**Run 1: metal layers overlaid**

Bar = 20 um.
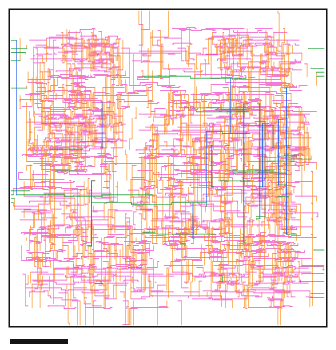
**Run 1: wire density map**

Bar = 20 um. The die is cut into 22 by 22 equal tiles; dark blue is low, red is high, scaled to the fullest tile. Values are wire area over tile area, all layers added.
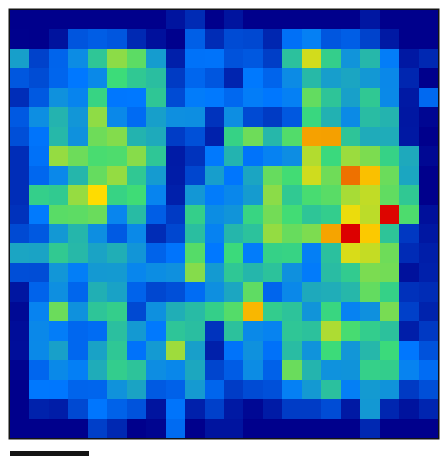
**Run 1: cell classes on the final placement**

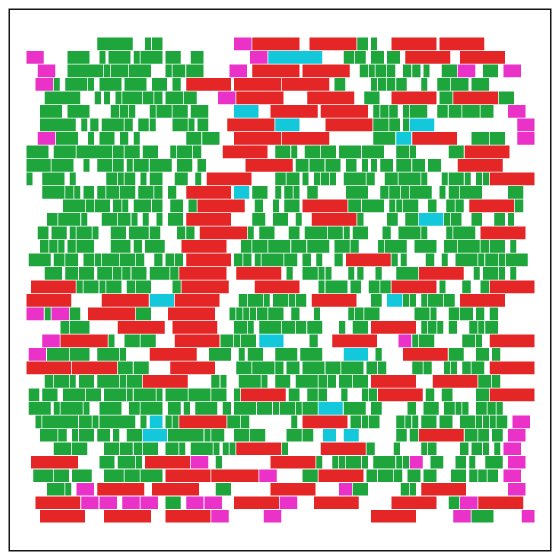
### src/rtl/snake_game_ctrl.sv
// rtl/snake_game_ctrl.sv - game FSM, step pacing, direction arbitration and spawn cells for the snake engine
module snake_game_ctrl #(
  parameter int unsigned TICK_DIV = 5000000,
  parameter int unsigned SPEEDUP  = 250000,
  parameter int unsigned MIN_DIV  = 1000000
) (
  input  logic       clk,
  input  logic       rst,
  input  logic       i_btn_up_n,
  input  logic       i_btn_down_n,
  input  logic       i_btn_left_n,
  input  logic       i_btn_right_n,
  input  logic       i_start,
  input  logic       i_pause,
  input  logic [3:0] i_score,
  input  logic       i_dead,
  input  logic       i_win,
  output logic       o_dir_up,
  output logic       o_dir_down,
  output logic       o_dir_left,
  output logic       o_dir_right,
  output logic       o_step,
  output logic       o_engine_rst_n,
  output logic [7:0] o_spawn_apple,
  output logic [7:0] o_spawn_barrier,
  output logic [2:0] o_state
);

  localparam logic [31:0] L_TICK  = 32'(TICK_DIV);
  localparam logic [31:0] L_SPEED = 32'(SPEEDUP);
  localparam logic [31:0] L_MIN   = 32'(MIN_DIV);

  typedef enum logic [2:0] {
    S_IDLE  = 3'd0,
    S_RUN   = 3'd1,
    S_PAUSE = 3'd2,
    S_OVER  = 3'd3,
    S_WIN   = 3'd4
  } state_t;

  state_t      r_state;
  state_t      w_state_nxt;

  // Direction vectors are one-hot as {right, left, down, up}.
  logic [3:0]  w_btn_n;
  logic [3:0]  r_btn_s1;
  logic [3:0]  r_btn_s2;
  logic [3:0]  r_btn_d;
  logic [3:0]  w_press;
  logic [3:0]  w_sel;
  logic [3:0]  w_rev;
  logic        w_accept;
  logic [3:0]  r_pend;
  logic [3:0]  r_dir;
  logic [3:0]  w_dir_out;
  logic        w_restart;

  logic [31:0] w_sub;
  logic [31:0] w_div;
  logic [31:0] r_div;
  logic [31:0] r_cnt;
  logic        w_term;
  logic        w_step;

  logic [7:0]  r_lfsr;
  logic        w_fb;
  logic [7:0]  w_cand_a;
  logic [7:0]  w_cand_b;
  logic [7:0]  r_apple;
  logic [7:0]  r_barrier;

  // Interior cell: row 1..8 from x[2:0], column 2..9 from x[5:3], encoded row*10+col.
  function automatic logic [7:0] f_cell(input logic [5:0] x);
    f_cell = 8'd10 * ({5'd0, x[2:0]} + 8'd1) + {5'd0, x[5:3]} + 8'd2;
  endfunction

  assign w_btn_n = {i_btn_right_n, i_btn_left_n, i_btn_down_n, i_btn_up_n};

  // Two-flop synchronizer plus one delay stage for falling-edge detection.
  always_ff @(posedge clk or negedge rst) begin
    if (!rst) begin
      r_btn_s1 <= 4'hF;
      r_btn_s2 <= 4'hF;
      r_btn_d  <= 4'hF;
    end else begin
      r_btn_s1 <= w_btn_n;
      r_btn_s2 <= r_btn_s1;
      r_btn_d  <= r_btn_s2;
    end
  end

  assign w_press = r_btn_d & ~r_btn_s2;

  // Pick one press (up > down > left > right) and reject a reversal of the committed heading.
  always_comb begin
    w_sel = 4'b0000;
    if (w_press[0])      w_sel = 4'b0001;
    else if (w_press[1]) w_sel = 4'b0010;
    else if (w_press[2]) w_sel = 4'b0100;
    else if (w_press[3]) w_sel = 4'b1000;
    w_rev    = {r_dir[2], r_dir[3], r_dir[0], r_dir[1]};
    w_accept = (r_state == S_RUN) && (w_sel != 4'b0000) && (w_sel != w_rev);
  end

  // Step period shrinks with score, floored at MIN_DIV; registered to keep the multiply off the compare path.
  always_comb begin
    w_sub = {28'd0, i_score} * L_SPEED;
    if ((w_sub < L_TICK) && ((L_TICK - w_sub) > L_MIN)) w_div = L_TICK - w_sub;
    else                                                 w_div = L_MIN;
  end

  // Holds the current step period.
  always_ff @(posedge clk or negedge rst) begin
    if (!rst) r_div <= L_TICK;
    else      r_div <= w_div;
  end

  // ">=" lets a freshly shortened period wrap an over-range count on the next compare.
  assign w_term = (r_cnt >= (r_div - 32'd1));
  assign w_step = (r_state == S_RUN) && w_term;

  // Step counter: runs in RUN, frozen in PAUSE (including the cycle pause is taken), cleared otherwise.
  always_ff @(posedge clk or negedge rst) begin
    if (!rst) begin
      r_cnt <= 32'd0;
    end else if (r_state == S_RUN) begin
      if (w_term)                   r_cnt <= 32'd0;
      else if (w_state_nxt == S_RUN) r_cnt <= r_cnt + 32'd1;
    end else if (r_state != S_PAUSE) begin
      r_cnt <= 32'd0;
    end
  end

  // Game FSM next state; dead beats win, pause is only meaningful in RUN/PAUSE.
  always_comb begin
    w_state_nxt = r_state;
    case (r_state)
      S_IDLE:  if (i_start) w_state_nxt = S_RUN;
      S_RUN: begin
        if (i_dead)       w_state_nxt = S_OVER;
        else if (i_win)   w_state_nxt = S_WIN;
        else if (i_pause) w_state_nxt = S_PAUSE;
      end
      S_PAUSE: begin
        if (i_dead)       w_state_nxt = S_OVER;
        else if (i_win)   w_state_nxt = S_WIN;
        else if (i_pause) w_state_nxt = S_RUN;
      end
      S_OVER:  if (i_start) w_state_nxt = S_IDLE;
      S_WIN:   if (i_start) w_state_nxt = S_IDLE;
      default: w_state_nxt = S_IDLE;
    endcase
  end

  // FSM state register.
  always_ff @(posedge clk or negedge rst) begin
    if (!rst) r_state <= S_IDLE;
    else      r_state <= w_state_nxt;
  end

  assign w_restart = ((r_state == S_OVER) || (r_state == S_WIN)) && i_start;

  // Pending slot takes the latest accepted press; it commits on the step cycle (a press on that cycle is dropped).
  always_ff @(posedge clk or negedge rst) begin
    if (!rst) begin
      r_dir  <= 4'b0000;
      r_pend <= 4'b0000;
    end else if (w_restart) begin
      r_dir  <= 4'b0000;
      r_pend <= 4'b0000;
    end else if (w_step) begin
      if (r_pend != 4'b0000) r_dir <= r_pend;
      r_pend <= 4'b0000;
    end else if (w_accept) begin
      r_pend <= w_sel;
    end
  end

  // The engine sees the new heading in the same cycle it sees the step.
  assign w_dir_out = (w_step && (r_pend != 4'b0000)) ? r_pend : r_dir;

  assign w_fb     = r_lfsr[7] ^ r_lfsr[5] ^ r_lfsr[4] ^ r_lfsr[3];
  assign w_cand_a = f_cell(r_lfsr[5:0]);
  assign w_cand_b = f_cell({r_lfsr[7:6], r_lfsr[0], r_lfsr[5:3]});

  // Free-running LFSR and spawn cells; barrier only moves when it would not land on the apple.
  always_ff @(posedge clk or negedge rst) begin
    if (!rst) begin
      r_lfsr    <= 8'hB5;
      r_apple   <= 8'd12;
      r_barrier <= 8'd89;
    end else begin
      r_lfsr  <= {r_lfsr[6:0], w_fb};
      r_apple <= w_cand_a;
      if (w_cand_b != w_cand_a) r_barrier <= w_cand_b;
    end
  end

  assign o_dir_up        = w_dir_out[0];
  assign o_dir_down      = w_dir_out[1];
  assign o_dir_left      = w_dir_out[2];
  assign o_dir_right     = w_dir_out[3];
  assign o_step          = w_step;
  assign o_engine_rst_n  = (r_state != S_IDLE);
  assign o_spawn_apple   = r_apple;
  assign o_spawn_barrier = r_barrier;
  assign o_state         = r_state;

endmodule

### config.mk
export PLATFORM = sky130hd
export DESIGN_NAME = snake_game_ctrl
export DESIGN_NICKNAME = d
export VERILOG_FILES = /design/src/rtl/snake_game_ctrl.sv
export SDC_FILE = /design/constraint.sdc
export NUM_CORES = 1
export LEC_CHECK = 0
export ABC_CLOCK_PERIOD_IN_PS = 10800
export CORE_MARGIN = 3
export CORE_UTILIZATION = 64
export DETAILED_ROUTE_END_ITERATION = 6
export PLACE_DENSITY_LB_ADDON = 0.08
export SKIP_LAST_GASP = 1
export SLEW_MARGIN = 5
export SYNTH_ARGS = -nofsm -noshare
export SYNTH_HDL_FRONTEND = slang
export SYNTH_SLANG_ARGS = --single-unit
### constraint.sdc
create_clock -name clk -period 10.8 [get_ports clk]
set_input_delay 1.08 -clock clk [delete_from_list [all_inputs] [get_ports clk]]
set_output_delay 1.08 -clock clk [all_outputs]
set_load 0.005 [all_outputs]
==> results.txt, run 1 <==
Notes on the physical implementation.

- The power report attributes to the sequential group a share of 0.432.
- For this design the top-level I/O count stands at 39.
- Broken down by cell family, the worst path's largest delay share belongs to simple AND/OR/NAND/NOR gates.
- Looking at hold timing, the worst path starts from r_btn_s1[1]$_DFF_PN1_.
- Looking at the reg2reg group, the worst path ends at r_dir[3]$_DFFE_PN0P_.
- The register with the most flip-flops in the final layout is r_cnt.
- OpenSTA lists the critical path endpoint as o_dir_down.
- The first global-routing pass estimated ~24 mm of wire.
- The cell class with the largest area share is logic gates, for reference.
- The global-route track usage on met2 is 0.426, for reference.
- The worst hold path depth is 0, for reference.
- The number of standard-cell rows in the floorplan is 36, for reference.
- Routability-driven placement finished with a final weighted congestion of between 0.8 and 0.9.
- Wire segments on met2 add up to roughly 6.7 mm in the final route.
- For this configuration, the core starts out at a cell density of 0.674.
- Switching power as a fraction of the total was reported as 0.381.
- Hold timing on the final database bottoms out at a slack of 359 ps.
- Adding up every negative setup slack in the final design gives 0 ps.
- The tally of nets with antenna violations remaining after routing is 0, for reference.
- The number of nets in the synthesized netlist is about 800.
- Along the critical path, the tally of buffer and inverter instances is 1.
- The CTS tree is built, for reference.
- In this run the static leakage power is about 3.2 nW.
- STA classifies the critical path startpoint as a flip-flop.
- The mapped netlist covers a little under 0.007 mm^2.
- The largest share of the power goes to registers.
- Clock tree synthesis selected as its root buffer the cell sky130_fd_sc_hd__clkbuf_8.
- The layout report lists the non-clock buffer share of cell area as 0.0537.
- After layout, the setup clock skew is reported as between 15 and 20 ps.
- On the worst setup and hold paths after CTS, the clock-pin slew comes to about 90 ps.
- The flip-flop count of the largest register, all copies and words added is 32, for reference.
- The highest metal layer with signal wires is met4, for reference.
- In this run, post-CTS repair resized a total of 0 instances.
- The count of clock tree sinks is 97, for reference.
- The clock period could shrink to 6250 ps.
- The level count of the clock H-tree is 3, for reference.
- At the pin with the least slew margin, the transition time is roughly 1000 ps.
- The number of different library cells used by synthesis comes to ~67.
- Setup repair after global routing left no endpoint under its margin.
- Looking at the reg2reg group, the worst path starts from r_div[15]$_DFF_PN0_.
- The category of the most critical setup path is reg -> out, for reference.
- In the power breakdown, the internal column shows 0.000691 W.
- For this block, the initial DRC count from the detailed router was between 300 and 400.
- The dominant register cell in the synthesized netlist is sky130_fd_sc_hd__dfrtp_1, for reference.
- Counting instances in the post-synthesis netlist gives the leading cell types as sky130_fd_sc_hd__dfrtp_1 (66), sky130_fd_sc_hd__ha_1 (66), sky130_fd_sc_hd__nor2_1 (60).
- The async set or reset register ratio after synthesis is 1.00, for reference.
- The number of buffers added on ports is 38, for reference.
- The count of synthesis-stage warnings from yosys is 0, for reference.
- The met3 usage is 0.0385, for reference.
- The cell type of the slowest stage on the worst timing path is sky130_fd_sc_hd__nor3_1, for reference.
- The library cells used most frequently in the layout, excluding fill and tap cells, are sky130_fd_sc_hd__ha_1 (66), sky130_fd_sc_hd__dfrtp_1 (66), sky130_fd_sc_hd__nor2_1 (60).
- The critical path goes through or3_1 -> or4_1 -> nor3_1 -> nand2_1 -> ha_1 -> nand4_1 -> nor4_1 -> o311ai_0 -> o2111ai_1 -> o21a_1 -> o31ai_1 -> a22o_1 -> clkdlybuf4s50_1.
- In this run, post-CTS hold repair placed 0 buffers.
- The initial antenna violation count came to 0.
- The synthesized instance count is ~710.
- The final worst slack is approximately 4500 ps, for reference.
- Entering global routing, the biggest net connects 64 pins.
- Of the total standard cell area in the layout, the multi-input combinational portion is 0.539.
- In this run, the synthesized area fraction spent on xor and xnor cells is recorded as 0.106.
- The final design utilization is 0.743, for reference.
- The post-route report lists met1 wire length as ~6.5 mm.
- Of the total synthesized cell area, the portion taken by AND, OR, NAND and NOR gates is 0.197.
- The clock network consumes a total of roughly 0.00024 W.
- The horizontal die size is roughly 110 um, for reference.
- The critical path endpoint has a required time of 9720 ps.
- The worst stage delay on the critical path is 810 ps, for reference.
- The run finished with clean final reports.
- For reference, the top cells by area after synthesis are sky130_fd_sc_hd__dfrtp_1 (24%), sky130_fd_sc_hd__ha_1 (12%), sky130_fd_sc_hd__dfstp_2 (12%).
- The flop share of the area is 0.331, for reference.
- The number of post-CTS setup repair buffers is 0, for reference.
- The post-placement worst setup slack is 4990 ps, for reference.
- The synthesis stat section lists a flop and latch total of around 97.
- In this run, synthesis inferred 0 flip-flops with an integrated enable.
- The portion of synthesized area spent on multiplexers is 0.0203.
- Of the total power, the clock network draws 0.217.
- The logic gate share of total power is 0.351, for reference.
- The area figure in the yosys stat output is 0.00677 mm^2, for reference.
- The total CTS buffers is 9, for reference.
- The setup slack of the most critical reg-to-reg path is 6240 ps, for reference.
- The worst-case clock buffer depth is 2, for reference.
- The final period utilization is 0.579, for reference.
- The adder and majority gate portion of the synthesized area is 0.146, for reference.
- The design received a total of approximately 130 well taps at floorplan.
- The design has between 90 and 100 sequential cells.
- Leaving out the clock tree, the finished layout contains a buffer count of ~40.
- Per the GRT log, the top usage layer is met2.
- In the final layout, excluding clock inverters the inverter count is around 53.
- The analysis reports a worst IR drop on VDD of approximately 0.00011 V.
- Power spread over the standard cell area amounts to between 100 and 150 mW/mm^2.
- The clock latency on the worst-skew pair is 370 ps, for reference.
- The area of the core is between 0.01 and 0.015 mm^2, for reference.
- The number of cells on the critical path is 13, for reference.
- In this run the tightest slew margin relative to its limit is 0.306.
- After synthesis, the design contains just over 700 cells according to Yosys.
- In the routed design, unresolved DRC markers number 0.
- In this run the mean area of a mapped cell was 9.50 um^2.
- The count of warning messages emitted by the tools is 31, for reference.
- In this run, placement finished with an instance count of 872.
- In the final report, the number of pins over their slew limit comes to 0.
- The post-layout instance count excluding filler cells is slightly below 900, for reference.
- Of all nets on the critical path, the largest fanout is 14.
- The post-DP HPWL is between 10 and 15 mm, for reference.
- OpenSTA lists the critical path startpoint as r_div[15]$_DFF_PN0_.
- The area occupied by multi-input gates is around 0.0040 mm^2, for reference.
- Sequential power for this build is approximately 0.00048 W.
-- 'metal layers overlaid' (at the start) --
| color | layer | wire length |
|---|---|---|
| blue | M4 | 383 um |
| green | M3 | 472 um |
| orange | M2 | 6,650 um |
| magenta | M1 | 6,470 um |
detailed-route via count: 5,223
GRT Resource Usage Total: 0.252
Routed Wire Length: 14.0 mm
routed wirelength normalized by instance count: 15.7 um

-- 'wire density map' (at the start) --
densest ninth of the die: right middle
tiles over half the peak: 14%
fullest tile: 0.64

-- 'cell classes on the final placement' (at the start) --
| color | class | cells | share of their area |
|---|---|---|---|
| green | remaining logic cells | 601 | 58% |
| magenta | remaining buffers and delay cells | 41 | 5.5% |
| red | registers | 97 | 34% |
| cyan | clock drivers and dummy loads | 16 | 2.8% |

## Run 2: what changed since run 1
ABC_CLOCK_PERIOD_IN_PS = 5700   (was 10800)
CORE_UTILIZATION = 55   (was 64)
clock period = 5.7 ns   (was 10.8 ns; I/O delays follow)
==> results.txt, run 2 <==
Notes on the physical implementation.

- The run finished with clean final reports.
- By instance count after routing, the leading logic cell types are sky130_fd_sc_hd__ha_1 (66), sky130_fd_sc_hd__dfrtp_1 (66), sky130_fd_sc_hd__nor2_1 (60).
- The combinational cell power is between 0.0007 and 0.0008 W, for reference.
- The reg-to-reg critical path startpoint is r_div[7]$_DFF_PN0_, for reference.
- The residual DRC count was 0 (unchanged).
- After detailed routing, no signal wire sits above met4.
- The main area contributors are sky130_fd_sc_hd__dfrtp_1 (24%), sky130_fd_sc_hd__ha_1 (12%), sky130_fd_sc_hd__dfstp_2 (12%).
- The layout sequential cell count is 97 (unchanged).
- The maximum number of pins on one net before global-route repair is 51 (-20%), for reference.
- The startpoint type of the worst setup path is a flip-flop, for reference.
- The non-clock inverter total of the final layout was 53 (unchanged).
- The internal power is 0.00145 W (+110%), for reference.
- Per the timing report, the most critical flop-to-flop path finishes at r_dir[1]$_DFFE_PN0P_.
- The clock latency on the worst-skew pair is 350 ps (-20 ps), for reference.
- The category of the most critical setup path is reg -> out, for reference.
- The detailed-routed wire length on met3 is approximately 540 um, for reference.
- The non-clock buffer total of the final layout was 43 (+4.9%).
- The number of placed I/O pins was 39 (unchanged).
- The layout-stage area growth over the synthesis result is 12.1%, for reference.
- The design area is around 0.0076 mm^2, for reference.
- The maximum vdd drop is 0.000202 V (+91%), for reference.
- The number of buffers and inverters on the critical path is 1 (unchanged), for reference.
- The well-tap cell count was 143 (+7.5%).
- The async set or reset register ratio after synthesis is 1.00 (unchanged), for reference.
- The count of clock tree sinks is 97 (unchanged), for reference.
- The logic share of the area came to 0.530 (-0.00907).
- The switching fraction of total power was 0.358 (-0.0229).
- The post-cts sizing count is 0 (unchanged), for reference.
- The total sequential power is 0.000911 W (+89%), for reference.
- The all-layer global routing usage is 0.220 (-0.0323), for reference.
- The largest fanout on the critical path is 14 (unchanged), for reference.
- The post-synthesis xor/xnor area fraction was 0.106 (unchanged).
- The number of buffers added on ports came to 38 (unchanged).
- The count of warning messages emitted by the tools was 31 (unchanged).
- The dominant register cell in the synthesized netlist is sky130_fd_sc_hd__dfrtp_1, for reference.
- The initial antenna violation count is 0 (unchanged).
- The logic gate share of total power came to 0.324 (-0.027).
- The worst-case clock buffer depth is 2 (unchanged), for reference.
- The register bit total from synthesis was 97 (unchanged).
- The count of synthesis-stage warnings from yosys came to 0 (unchanged).
- The synthesis run shows the most used standard cells to be sky130_fd_sc_hd__dfrtp_1 (66), sky130_fd_sc_hd__ha_1 (66), sky130_fd_sc_hd__nor2_1 (60).
- The count of mapped cells out of synthesis was 712 (unchanged).
- Of the available clock period, the critical path in the final layout requires 0.933.
- The critical path capture point is o_dir_down, for reference.
- The horizontal die size came to 117 um (+7.4%).
- The post-DP HPWL is 10.7 mm (+0.58%).
- The final worst slack came to 381 ps (-4170 ps).
- The proportion of synthesized area in mux cells is 0.0203 (unchanged), for reference.
- The area of the mapped netlist is 0.00677 mm^2 (unchanged), for reference.
- The final design utilization was 0.648 (-0.0948).
- The met3 usage is 0.0396 (+0.00110), for reference.
- The fill cell instance count of the final layout is 953, for reference.
- The timing report shows that the slowest cell on the worst path is sky130_fd_sc_hd__or4_1.
- The worst slew margin relative to its limit is 0.540 (+0.234), for reference.
- The diode insertion count for antenna repair is 0, for reference.
- According to the timing report, the arrival time at the worst endpoint equals between 4000 and 5000 ps.
- The number of slew-limit violations in the final report is 0 (unchanged).
- The wire length of the first global-routing pass came to 24.1 mm (+0.87%).
- The chip occupies about 0.014 mm^2.
- The level count of the clock H-tree came to 3 (unchanged).
- The post-placement worst setup slack is 744 ps (-4250 ps), for reference.
- The clock-cell share of area is 0.0401, for reference.
- Recorded from the global router log, the overflow total was 0.
- The maximum clock frequency is ~0.19 GHz, for reference.
- The global-route track usage on met2 is 0.362 (-0.0637), for reference.
- The relative contribution of sequential cells to total power is 0.403 (-0.029), for reference.
- The highest-power group is registers, for reference.
- The number of post-CTS setup repair buffers is 0 (unchanged), for reference.
- The weighted congestion reported at the end of routability-driven placement came to 0.869 (+0.71%).
- The post-synthesis area per instance is 9.50 um^2 (unchanged), for reference.
- The signal on the critical path passes through or4_1 -> nor2_1 -> nand2_1 -> nor2_1 -> nand2_1 -> xor2_1 -> ha_1 -> nand4_1 -> nor4_1 -> o311ai_0 -> o2111ai_1 -> o21a_1 -> o31ai_1 -> a22o_1 -> clkdlybuf4s50_1.
- The clock-net power is 0.000615 W (+150%), for reference.
- The area figure in the yosys stat output is 0.00677 mm^2 (unchanged), for reference.
- The worst stage delay on the critical path is 530 ps (-280 ps), for reference.
- The slew at the pin closest to its max-slew limit was 684 ps (-349 ps).
- Setup repair after global routing left no endpoint under its margin.
- Clock tree synthesis selected as its root buffer the cell sky130_fd_sc_hd__clkbuf_16.
- The flop share of the area was 0.325 (-0.00556).
- Broken down by cell family, the worst path's largest delay share belongs to simple AND/OR/NAND/NOR gates.
- The die boundary height is 117 um, for reference.
- The standby leakage power is 3.28 nW (+1.8%), for reference.
- The met2 layer wire length in the routed design was 6.68 mm (+0.48%).
- In this run, the synthesized area fraction spent on AND-OR/OR-AND gates is recorded as 0.126.
- The area occupied by multi-input gates is 0.00403 mm^2 (unchanged), for reference.
- The setup slack of the most critical reg-to-reg path was 1540 ps (-4700 ps).
- The area of the core was 0.0117 mm^2 (+17%).
- The final hold slack is 225 ps (-134 ps).
- The core utilization before placement came to 0.578 (-0.0959).
- The post-CTS clock slew at the launch and capture registers of the worst setup and hold paths is 60 ps (-30 ps), for reference.
- r_cnt holds more flip-flops than any other register.
- The most used routing layer in global routing is met2, for reference.
- The sum of negative setup slack was 0 ps (unchanged).
- The post-placement cell count is 884 (+1.4%), for reference.
- The number of cells on the critical path is 15 (+2), for reference.
- The power density of the placed cells was 298 mW/mm^2 (+99%).
- The worst setup skew after layout is 10.8 ps (-5.35 ps).
- The portion of total power attributed to the clock network is 0.272 (+0.055), for reference.
- The number of standard-cell rows in the floorplan came to 39 (+8.3%).
- The clock period minus worst slack is between 5000 and 6000 ps, for reference.
- For this run, the register share of the synthesized area comes to 0.364.
- OpenSTA lists the critical path startpoint as r_div[7]$_DFF_PN0_.
- TritonCTS built the clock tree.
- In the log, the iteration count for the first detailed-route pass is 4.
- The cell class with the largest area share is logic gates, for reference.
- The number of nets produced by synthesis came to 800 (unchanged).
- The biggest combinational cell group after synthesis is simple AND/OR/NAND/NOR gates, for reference.
- The number of hold buffers added after cts is 0 (unchanged), for reference.
- The DRC violation total after the first TritonRoute iteration came to 250 (-36%).
- The count of library flops with an enable pin came to 0 (unchanged).
- The distinct cell type count after synthesis was 67 (unchanged).
- The required time of the critical path was 5130 ps (-4590 ps).
- The post-layout instance count excluding filler cells came to 900 (+1.4%).
- Per the layout report, the design carries 10 clock buffers.
- The total CTS buffers was 9 (unchanged).
- The flip-flop count of the largest register, all copies and words added is 32 (unchanged), for reference.
- The basic-gate share of the synthesized area counting and, or, nand and nor cells is 0.197 (unchanged), for reference.
- The tally of nets with antenna violations remaining after routing came to 0 (unchanged).
- The routed length on met1 is 6.44 mm (-0.45%), for reference.
- The adder and majority gate portion of the synthesized area is 0.146 (unchanged), for reference.
- The yosys stat cell total is 712 (unchanged), for reference.
- The share of the synthesized area in the top cell type is 0.244, for reference.
- The relative area of non-clock buffer cells in the final design is 0.0547 (+0.00108), for reference.
**Run 2: wire density map**

Bar = 20 um. The die is cut into 23 by 23 equal tiles; dark blue is low, red is high, scaled to the fullest tile. Values are wire area over tile area, all layers added.
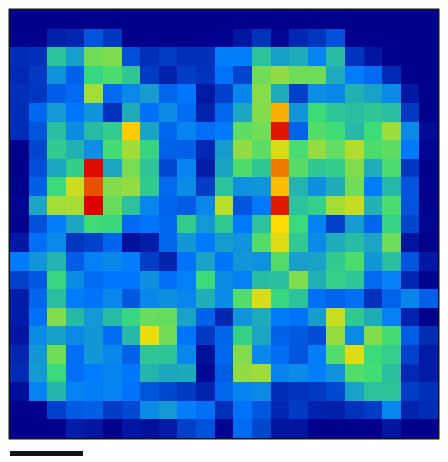
fullest tile: 0.59
densest ninth of the die: middle
nearly empty tiles: 13%
mean over tiles: 0.16
Routed Wire Length: 14.0 mm
detailed-route via count: 5,232
routed wirelength normalized by instance count: 15.6 um

## Run 3: what changed since run 2
GPL_TIMING_DRIVEN = 0   (was unset)
SKIP_LAST_GASP = unset   (was 1)
==> results.txt, run 3 <==
Notes on the physical implementation.

- The post-synthesis xor/xnor area fraction is 0.106 (unchanged).
- The layout sequential cell count came to 97 (unchanged).
- In the post-synthesis netlist, the biggest area contributors are sky130_fd_sc_hd__dfrtp_1 (24%), sky130_fd_sc_hd__ha_1 (12%), sky130_fd_sc_hd__dfstp_2 (12%).
- The analysis attributes to net switching a power of about 0.0008 W.
- The area figure in the yosys stat output is 0.00677 mm^2 (unchanged).
- The capture point of the worst register-to-register path is recorded as r_cnt[4]$_DFFE_PN0P_.
- The clock period minus worst slack is 5260 ps (-57.6 ps), for reference.
- The flip-flop count of the largest register, all copies and words added is 32 (unchanged), for reference.
- The all-layer global routing usage came to 0.230 (+0.00997).
- The setup slack of the most critical reg-to-reg path is 1180 ps (-360 ps), for reference.
- The basic-gate share of the synthesized area counting and, or, nand and nor cells is 0.197 (unchanged), for reference.
- The met2 layer wire length in the routed design came to 7.07 mm (+5.8%).
- The maximum vdd drop is 0.000210 V (+4.2%), for reference.
- The sequential element share of the synthesized area is 0.364 (unchanged), for reference.
- In the final layout, flip-flops and latches occupy roughly 0.0025 mm^2.
- The flop share of the area is 0.320 (-0.00475), for reference.
- Walking the worst path, the cells encountered are or3_1 -> or4_1 -> nor3_4 -> nand2_1 -> ha_1 -> nand4_1 -> nor4_2 -> o311ai_0 -> o2111ai_1 -> o21a_1 -> clkbuf_2 -> o31ai_1 -> a22o_1 -> clkdlybuf4s50_1.
- The arrival time of data at the critical path endpoint is 4690 ps (-60 ps), for reference.
- The largest fanout on the critical path was 10 (-4).
- The clock latency on the worst-skew pair came to 350 ps (about the same).
- The relative contribution of sequential cells to total power is 0.385 (-0.018).
- The fill cell instance count of the final layout is 989 (+3.8%), for reference.
- The kind of cell with the highest combined delay along the critical path is simple AND/OR/NAND/NOR gates.
- The post-placement cell count is 894 (+1.1%), for reference.
- The diode insertion count for antenna repair is 0 (unchanged), for reference.
- TritonCTS built the clock tree.
- The number of nets produced by synthesis is 800 (unchanged).
- The final worst slack is 439 ps (+57.6 ps).
- The cell accounting for the most synthesized area is sky130_fd_sc_hd__dfrtp_1, for reference.
- The post-CTS clock slew at the launch and capture registers of the worst setup and hold paths is 60 ps (about the same), for reference.
- By instance count after routing, the leading logic cell types are sky130_fd_sc_hd__ha_1 (66), sky130_fd_sc_hd__dfrtp_1 (66), sky130_fd_sc_hd__nor2_1 (58).
- CTS placed an instance of sky130_fd_sc_hd__clkbuf_16 at the clock tree root.
- The logic gate share of total power is 0.335 (+0.011), for reference.
- In this run the critical register-to-register path is launched from r_div[15]$_DFF_PN0_.
- Per the detail_route log, the uppermost layer with routed signals is met4.
- The number of hold buffers added after cts was 0 (unchanged).
- The sum of negative setup slack is 0 ps (unchanged), for reference.
- The level count of the clock H-tree is 3 (unchanged), for reference.
- The internal power is 0.00151 W (+4.1%), for reference.
- Once placement finished, the instance area stood at 0.00735 mm^2.
- The area of the core was 0.0117 mm^2 (unchanged).
- The biggest slice of the total power is consumed by registers.
- The tally of nets with antenna violations remaining after routing is 0 (unchanged), for reference.
- Overall power consumption after layout is estimated at around 0.0023 W.
- The logic share of the area came to 0.526 (-0.00418).
- The share of the synthesized area in the top cell type is 0.244 (unchanged), for reference.
- The via count of the first global-routing pass is 5,486.
- The async set or reset register ratio after synthesis was 1.00 (unchanged).
- The number of buffers added on ports is 38 (unchanged), for reference.
- The count of warning messages emitted by the tools is 31 (unchanged), for reference.
- The layout summary lists the proportion of cells stronger than drive strength 1 as 0.103.
- The proportion of synthesized area in mux cells came to 0.0203 (unchanged).
- The core utilization before placement was 0.578 (unchanged).
- The non-clock inverter total of the final layout is 53 (unchanged), for reference.
- Setup repair after global routing left no endpoint under its margin.
- The adder and majority gate portion of the synthesized area is 0.146 (unchanged).
- The number of standard-cell rows in the floorplan came to 39 (unchanged).
- The final period utilization is 0.923 (-0.0101), for reference.
- The post-cts sizing count came to 2 (+2).
- The portion of total power attributed to the clock network is 0.280 (+0.008), for reference.
- The global-route congestion overflow total is 0 (unchanged), for reference.
- The residual DRC count is 0 (unchanged), for reference.
- The weighted congestion reported at the end of routability-driven placement came to 0.831 (-4.4%).
- Following the worst setup path forward leads to its endpoint at o_dir_left.
- The post-layout instance count excluding filler cells is 910 (+1.1%), for reference.
- The required time of the critical path is 5130 ps (about the same), for reference.
- The post-detailed-route wirelength per cell is 15.6 um (-0.11%), for reference.
- The count of clock tree sinks was 97 (unchanged).
- From synthesis to final layout, the design area changed by 13.8%.
- The run finished with clean final reports.
- The total sequential power is 0.000890 W (-2.3%), for reference.
- The number of post-CTS setup repair buffers is 0 (unchanged).
- Looking at the global route congestion table, the highest-usage layer is met2.
- The endpoint kind of the worst setup timing path is a primary output, for reference.
- The cell class with the largest area share is logic gates, for reference.
- The yosys stat cell total is 712 (unchanged), for reference.
- The count of library flops with an enable pin is 0 (unchanged), for reference.
- The routed length on met1 was 6.33 mm (-1.8%).
- The number of buffers and inverters on the critical path is 2 (+1), for reference.
- The number of detailed-route iterations in the first pass is 4 (unchanged).
- The count of mapped cells out of synthesis is 712 (unchanged), for reference.
- From the final report, the count of setup violators was given as 0.
- The non-clock buffer total of the final layout is 53 (+23%), for reference.
- The slew at the pin closest to its max-slew limit was 733 ps (+49.0 ps).
- The relative area of non-clock buffer cells in the final design is 0.0627 (+0.00797), for reference.
- The switching fraction of total power is 0.347 (-0.0112).
- The biggest combinational cell group after synthesis is simple AND/OR/NAND/NOR gates, for reference.
- The maximum number of pins on one net before global-route repair came to 60 (+18%).
- The count of synthesis-stage warnings from yosys is 0 (unchanged), for reference.
- The design area is 0.00770 mm^2 (+1.5%), for reference.
- The critical path starts at r_div[15]$_DFF_PN0_.
- The standby leakage power is 3.32 nW (+1.3%), for reference.
- The power density of the placed cells was 300 mW/mm^2 (+0.83%).
- The clock-cell share of area is 0.0418 (+0.00169).
- The worst stage delay on the critical path is 490 ps (-40 ps), for reference.
- The area of the mapped netlist is 0.00677 mm^2 (unchanged), for reference.
- The met1 track demand over resource is 0.291, for reference.
- The register bit total from synthesis came to 97 (unchanged).
- The area fraction in compound gates is 0.126 (unchanged).
- The post-synthesis area per instance is 9.50 um^2 (unchanged), for reference.
- The distinct cell type count after synthesis came to 67 (unchanged).
- The number of slew-limit violations in the final report is 0 (unchanged), for reference.
- The post-placement worst setup slack is 64.9 ps (-679 ps), for reference.
- The worst-case clock buffer depth is 2 (unchanged).
- The worst setup path is launched from a flip-flop.
- The final hold slack was 193 ps (-32.6 ps).
- The DRC violation total after the first TritonRoute iteration is 218 (-13%).
- The global-route track usage on met2 is 0.399 (+0.0364), for reference.
- The post-DP HPWL is 11.1 mm (+3.7%).
- The worst slew margin relative to its limit is 0.507 (-0.0337), for reference.
- The combinational cell power came to 0.000775 W (+5.9%).
- The initial antenna violation count came to 0 (unchanged).
- The kind of path behind the tightest hold check is in -> async, for reference.
- The slowest stage of the critical path belongs to the cell sky130_fd_sc_hd__or4_1.
- For the worst flop-to-flop path, the logic depth is 14.
- The count of clock-net buffers in the final layout is 11 (+1), for reference.
- The number of cells on the critical path is 14 (-1), for reference.
- The die boundary height is 117 um (unchanged), for reference.
- The wire length of the first global-routing pass was 25.4 mm (+5.3%).
- The total CTS buffers is 9 (unchanged), for reference.
- The dominant register cell in the synthesized netlist is sky130_fd_sc_hd__dfrtp_1, for reference.
- The largest registers in the layout are r_cnt x32, r_div x18.
- The category of the most critical setup path is reg -> out, for reference.
- The multi-input combinational cell count is about 550, for reference.
- The aggregate routed wire length is 14.2 mm (+1.0%), for reference.
- The overall via count from detail_route is 5,300 (+1.3%).
- The horizontal die size is 117 um (unchanged), for reference.
- The die area is 0.0137 mm^2 (unchanged), for reference.
- The largest register by flop count is r_cnt.
- The worst setup skew after layout came to 10.7 ps (-0.117 ps).
- The clock-net power is 0.000646 W (+5.0%).
- The maximum clock frequency is 0.190 GHz (+1.1%), for reference.
- Sorting the synthesized cells by how often they occur yields sky130_fd_sc_hd__dfrtp_1 (66), sky130_fd_sc_hd__ha_1 (66), sky130_fd_sc_hd__nor2_1 (60).
- The area occupied by multi-input gates is 0.00405 mm^2 (+0.68%).
- The detailed-routed wire length on met3 was 487 um (-9.3%).
- The number of placed I/O pins was 39 (unchanged).
- The well-tap cell count is 143 (unchanged), for reference.
**Run 3: track usage over the die**

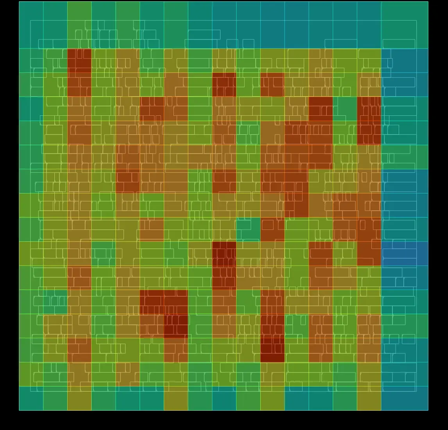
utilization after layout: 0.658
met3 track demand over resource in global routing: 0.0411

No activity file was given, so power comes from the tool's default toggle rates.
